File: config.mk
export PLATFORM = sky130hd
export DESIGN_NAME = ras_restorable
export DESIGN_NICKNAME = d
export VERILOG_FILES = /design/src/rtl/ras_restorable.sv
export SDC_FILE = /design/constraint.sdc
export NUM_CORES = 1
export LEC_CHECK = 0
export CORE_MARGIN = 3
export CORE_UTILIZATION = 30
export DETAILED_ROUTE_END_ITERATION = 10
export GPL_ROUTABILITY_DRIVEN = 1
export PLACE_DENSITY = 0.46
export SLEW_MARGIN = 20
export SYNTH_ARGS = -nofsm -noshare
export SYNTH_HDL_FRONTEND = slang
export SYNTH_SLANG_ARGS = --single-unit
File: constraint.sdc
create_clock -name CLK -period 3.1 [get_ports CLK]
set_input_delay 0.775 -clock CLK [delete_from_list [all_inputs] [get_ports CLK]]
set_output_delay 0.775 -clock CLK [all_outputs]
set_load 0.02 [all_outputs]
File: src/rtl/ras_restorable.sv
`default_nettype none
// ============================================================================
// Module   : ras_restorable
// Purpose  : Return address stack for the fetch predictor. It is a circular
//            buffer with a wrapping top index and a saturating occupancy count.
//            Every access exposes an {index, count} checkpoint. A backend
//            update restores that checkpoint in a single cycle. The stack also
//            supports a simultaneous pop+push (replace top) and reports
//            underflow.
// Ports    :
//   CLK              in   clock; all state updates on the rising edge
//   nRST             in   asynchronous active-low reset
//   link_valid       in   push link_pc (call)
//   link_pc          in   return PC to push
//   ret_valid        in   pop (return)
//   ret_pc           out  current top entry stack[index]
//   ret_underflow    out  ret_valid while the stack is empty
//   ras_index        out  current top index (checkpoint, pre-update)
//   ras_count        out  current occupancy (checkpoint, pre-update)
//   update_valid     in   restore a checkpoint (mispredict / flush)
//   update_ras_index in   index to restore
//   update_ras_count in   count to restore (clamped to RAS_ENTRIES)
// Revision : 1.0 - initial release
// ============================================================================
module ras_restorable #(
   parameter int                    RAS_ENTRIES = 16,
   parameter int                    PC_WIDTH    = 38,
   parameter logic [PC_WIDTH-1:0]   INIT_PC     = '0,
   localparam int                   IDX_W       = $clog2(RAS_ENTRIES),
   localparam int                   CNT_W       = IDX_W + 1
) (
   input  logic                  CLK,
   input  logic                  nRST,
   input  logic                  link_valid,
   input  logic [PC_WIDTH-1:0]   link_pc,
   input  logic                  ret_valid,
   output logic [PC_WIDTH-1:0]   ret_pc,
   output logic                  ret_underflow,
   output logic [IDX_W-1:0]      ras_index,
   output logic [CNT_W-1:0]      ras_count,
   input  logic                  update_valid,
   input  logic [IDX_W-1:0]      update_ras_index,
   input  logic [CNT_W-1:0]      update_ras_count
);

   localparam logic [CNT_W-1:0] c_max_count = CNT_W'(RAS_ENTRIES);
   localparam logic [CNT_W-1:0] c_cnt_one   = CNT_W'(1);
   localparam logic [IDX_W-1:0] c_idx_one   = IDX_W'(1);

   // ------------------------------------------------------------------------
   // State
   // ------------------------------------------------------------------------
   logic [PC_WIDTH-1:0] r_stack [RAS_ENTRIES];
   logic [IDX_W-1:0]    r_index;
   logic [CNT_W-1:0]    r_count;

   // ------------------------------------------------------------------------
   // Next-state signals
   // ------------------------------------------------------------------------
   logic [IDX_W-1:0]    w_idx_inc;
   logic [IDX_W-1:0]    w_idx_dec;
   logic [IDX_W-1:0]    w_next_index;
   logic [CNT_W-1:0]    w_next_count;
   logic                w_wr_en;
   logic [IDX_W-1:0]    w_wr_idx;
   logic [CNT_W-1:0]    w_upd_count_clamped;

   // Index arithmetic wraps naturally at 2^IDX_W; RAS_ENTRIES is a power of 2.
   assign w_idx_inc = r_index + c_idx_one;
   assign w_idx_dec = r_index - c_idx_one;

   // The checkpoint count may come from a wider or corrupted source; never let
   // occupancy exceed the physical depth.
   assign w_upd_count_clamped = (update_ras_count > c_max_count) ? c_max_count
                                                                 : update_ras_count;

   always_comb begin
      w_next_index = r_index;
      w_next_count = r_count;
      w_wr_en      = 1'b0;
      w_wr_idx     = r_index;

      if (update_valid) begin
         // Restore wins over any speculative access in the same cycle; stack
         // contents are left exactly as they are.
         w_next_index = update_ras_index;
         w_next_count = w_upd_count_clamped;
      end else if (link_valid && ret_valid) begin
         // Coroutine-style return+call: overwrite the top in place.
         w_wr_en      = 1'b1;
         w_wr_idx     = r_index;
         w_next_count = (r_count == '0) ? c_cnt_one : r_count;
      end else if (link_valid) begin
         // Push; when full, the slot written is the oldest entry.
         w_wr_en      = 1'b1;
         w_wr_idx     = w_idx_inc;
         w_next_index = w_idx_inc;
         w_next_count = (r_count == c_max_count) ? c_max_count : (r_count + c_cnt_one);
      end else if (ret_valid) begin
         // Pop. The index moves even on underflow so that it stays in step
         // with the checkpoint the backend will later hand back.
         w_next_index = w_idx_dec;
         w_next_count = (r_count == '0) ? '0 : (r_count - c_cnt_one);
      end
   end

   // ------------------------------------------------------------------------
   // Registers
   // ------------------------------------------------------------------------
   always_ff @(posedge CLK or negedge nRST) begin
      if (!nRST) begin
         r_index <= '0;
         r_count <= '0;
      end else begin
         r_index <= w_next_index;
         r_count <= w_next_count;
      end
   end

   always_ff @(posedge CLK or negedge nRST) begin
      if (!nRST) begin
         for (int i = 0; i < RAS_ENTRIES; i++) begin
            r_stack[i] <= INIT_PC;
         end
      end else if (w_wr_en) begin
         r_stack[w_wr_idx] <= link_pc;
      end
   end

   // ------------------------------------------------------------------------
   // Outputs: straight from registered state
   // ------------------------------------------------------------------------
   assign ret_pc        = r_stack[r_index];
   assign ret_underflow = ret_valid && (r_count == '0);
   assign ras_index     = r_index;
   assign ras_count     = r_count;

endmodule
`default_nettype wire

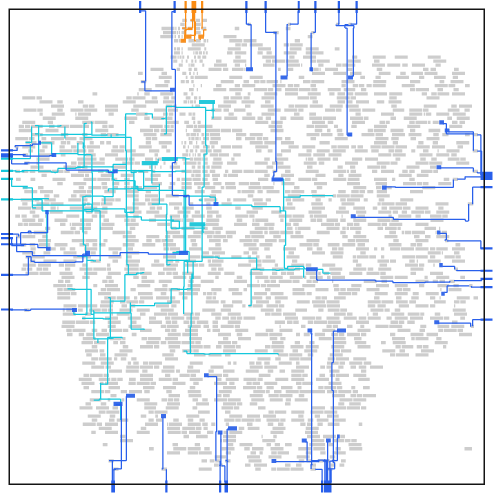
*Wires at chosen ports, followed through buffers, run 1*
(1.5 px per µm)
colour	port	direction	edge	end cells	wire
blue	ret_pc	output	12 bottom, 10 right, 8 top, 8 left	38	2390 µm
cyan	ras_index	output	left	4	2580 µm
orange	update_ras_count	input	top	5	113 µm
I/O pins: 100
Port Buffers: 99

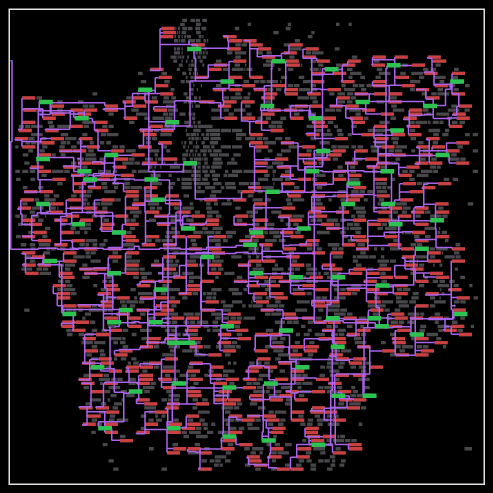
*Routed clock nets over the placement, run 1*
(1.5 px per µm)
[red] flip-flops | count: 617
[purple] clock wires | length: 9100 µm
[green] clock-net drivers | count: 75
routed clock nets	76

==> reports/qor.yml, run 1 <==
top_power_group: "sequential cells"
top_cell_area_share_pct: 53.7
grt_pass1_vias: 18700
crit_type: "reg -> out"
rsz0062_at_grt: "true"
critPathMostFrequentCell: "buf_6"
cts_sinks: 617
fp_util_pct: 30.5
comb_power_share_pct: 29.7
gr-usage-met2_pct: 27.4
cts_setup_buffers: 33
critPathRequiredTime_ns: 2.32
max_stage_delay_ns: 0.49
syn_inst: 1827
topCellsByArea: "dfrtp_1 (54%), mux2_2 (16%), mux4_2 (12%)"
seq_cell_count: 617
nets: 2120
avgSynthCellArea_um2: 15.7
grt_pass1_wl_mm: 123
drtIter0Drc: 716
status: "complete, but fails checks"
cp.depth: 9
buf_share_pct: 11.3
drive_gt1_share_pct: 52.9
cp_max_fo: 4
regMostFlops: "r_stack"
nNonClkInverters: 7
dp_hpwl_mm: 51.0
cts_tree: "yes"
wl_mm: 81.3
pg_clk_mw: 8.92
cts_resized: 342
aoi_share_pct: 2.54
synth-main-ff-cell: "dfrtp_1"
worstReg2RegEnd: "r_stack[123]"
n_all_buffers: 327
clk_pin_slew_ns: 0.06
violations: "negative setup slack"
setup_ws_ns: -0.343
top_logic_kind: "multiplexers"
total_power_mw: 31.3
fillers: 8784
pg_comb_mw: 9.28
timing.rr.start: "ras_index[0]"
cp_slowest_cell: "dfrtp_4"
seq_power_share_pct: 41.8
yosysWarnings: 0
p_sw_mw: 8.68
final_common_cell: "dfrtp_1"
antennaDiodeCount: 1
setup_viol: 38
grt-ovfl-total: 0
whs_ns: 0.0947
cp-endpoint: "ret_pc[37]"
crit_start: "ras_index[0]"
use_met3_pct: 2.27
drcViolationCount: 0
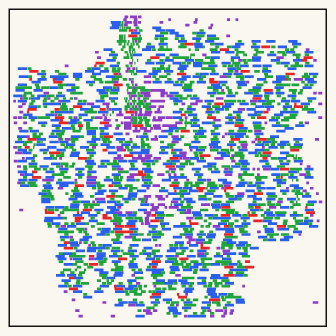
*Placed cells, one colour a class, run 1*
(1 px per µm)
colour	class	cells	share of their area
purple	remaining buffers and delay cells	327	12%
green	remaining logic cells	1043	37%
blue	registers	617	44%
red	clock drivers and dummy loads	134	7.2%

### Clock routing, run 1

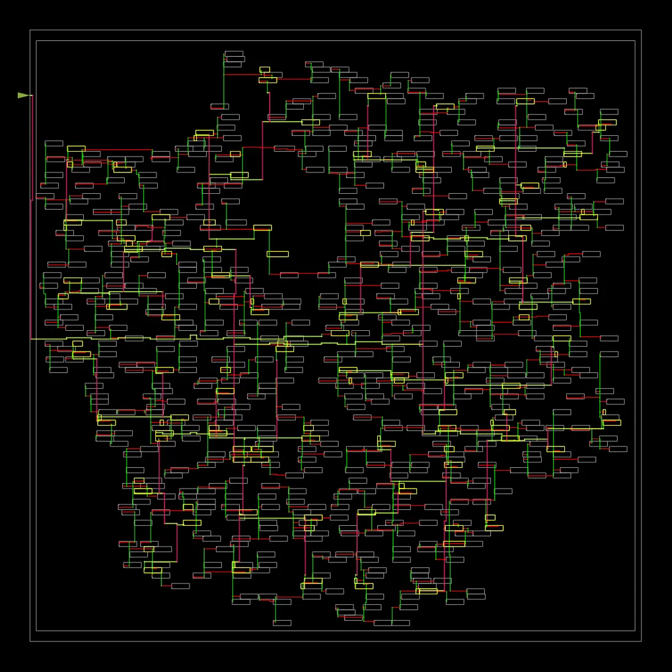

==> run 2: changes to the inputs <==
RECOVER_POWER = 50   (was default)
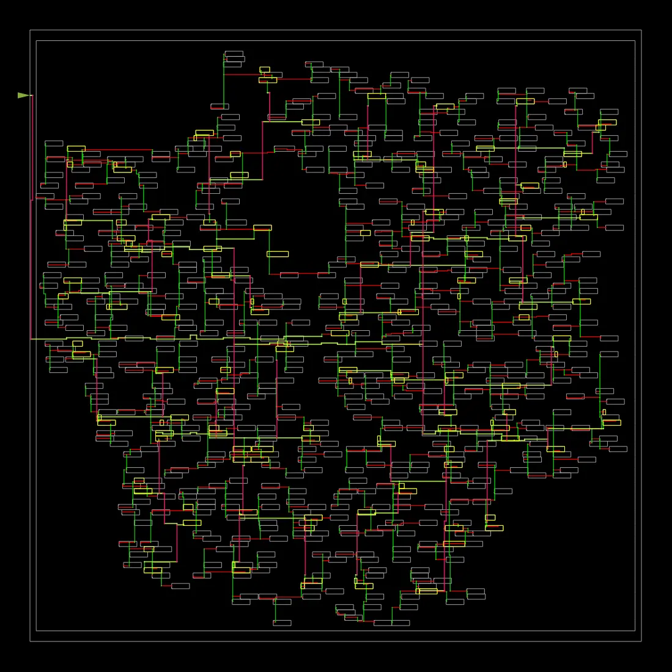
*Clock routing, run 2*
Clock Skew: 0.0198 ns
clock sinks: 617
Late-Pin Clk Latency: 0.63 ns
flip-flops: 617

==> run 2 against run 1 <==
Compared with the run above:
- the run ends with max-capacitance violations, max-slew violations, negative setup slack left
- wire length hardly changed
- highest routed layer unchanged
- via count is 0.16% higher
- total power shrank 0.12%
- setup slack better by 0.0059 ns
- area after synthesis unchanged
- clock power hardly changed
- global-route usage is the same
- synthesized cell count unchanged
- fmax grew 0.17%
- hold slack gained 0.38 ns
==> reports/qor.yml, run 2 <==
status: "complete, but fails checks"
violations: "max-capacitance violations, max-slew violations, negative setup slack"
final-seq-area_um2: 15500
comb_power_share_pct: 29.6
top_cell_area_share_pct: 53.7
regMostFlops: "r_stack"
cts_resized: 342
clk_pin_slew_ns: 0.06
die_h_um: 316
setup_viol: 38
nets: 2120
rsz0062_at_grt: "true"
max_freq_mhz: 291
crit_type: "reg -> out"
top_logic_kind: "multiplexers"
met2WireLength_mm: 40.1
io_buffers: 99
cts_buffers: 75
total_power_mw: 31.2
drcViolationCount: 0
gr-usage-met2_pct: 27.4
cp_max_fo: 4
sh_seq_area_pct: 42.2
crit_start: "ras_index[0]"
whs_ns: 0.479
post-place-cells: 3196
grt_pass1_wl_mm: 123
cts_setup_buffers: 33
use_met3_pct: 2.27
cp_slowest_cell: "dfrtp_4"
cts_tree: "yes"
cts_hold_buffers: 0
p_sw_mw: 8.66
setup_ws_ns: -0.337
internal_power_mw: 22.6
cp_top_family: "buffers and inverters"
wl_mm: 81.3
fillers: 8810
timing.rr.start: "ras_index[0]"
drtIter0Drc: 707
drv_slew: 27
drive_gt1_share_pct: 52.6
crit_chain: "buf_12 > buf_12 > buf_6 > buf_6 > mux4_2 > and2_4 > a211oi_2 > a21oi_2 > buf_6"
final_common_cell: "dfrtp_1"
pg_comb_mw: 9.25
cap_violations: 1
critPathMostFrequentCell: "buf_6"
seq-power_mw: 13.1
avgSynthCellArea_um2: 15.7
num_io_pins: 100
fp_util_pct: 30.5
nNonClkInverters: 7
vias: 16800
pg_clk_mw: 8.91
antennaDiodeCount: 1
buf_share_pct: 11.0
yosysWarnings: 0
largest_class: "flip-flops and latches"
worstReg2RegEnd: "r_stack[465]"
seq_power_share_pct: 41.8
wl_met3_mm: 2.13
critPathRequiredTime_ns: 2.32
n_all_buffers: 327
ys_sh_xor_pct: 0.374
syn_inst: 1827
topCellsByArea: "dfrtp_1 (54%), mux2_2 (16%), mux4_2 (12%)"
synth-main-ff-cell: "dfrtp_1"
cp.depth: 9
dp_hpwl_mm: 51.0
grt_pass1_vias: 18700
aoi_share_pct: 2.54
swShare_pct: 27.8
hold_path.class: "reg -> reg"
max_stage_delay_ns: 0.49
grt-ovfl-total: 0
cp-endpoint: "ret_pc[37]"
top_power_group: "sequential cells"
Power figures rest on the tool's default switching activity, not on a simulated workload.
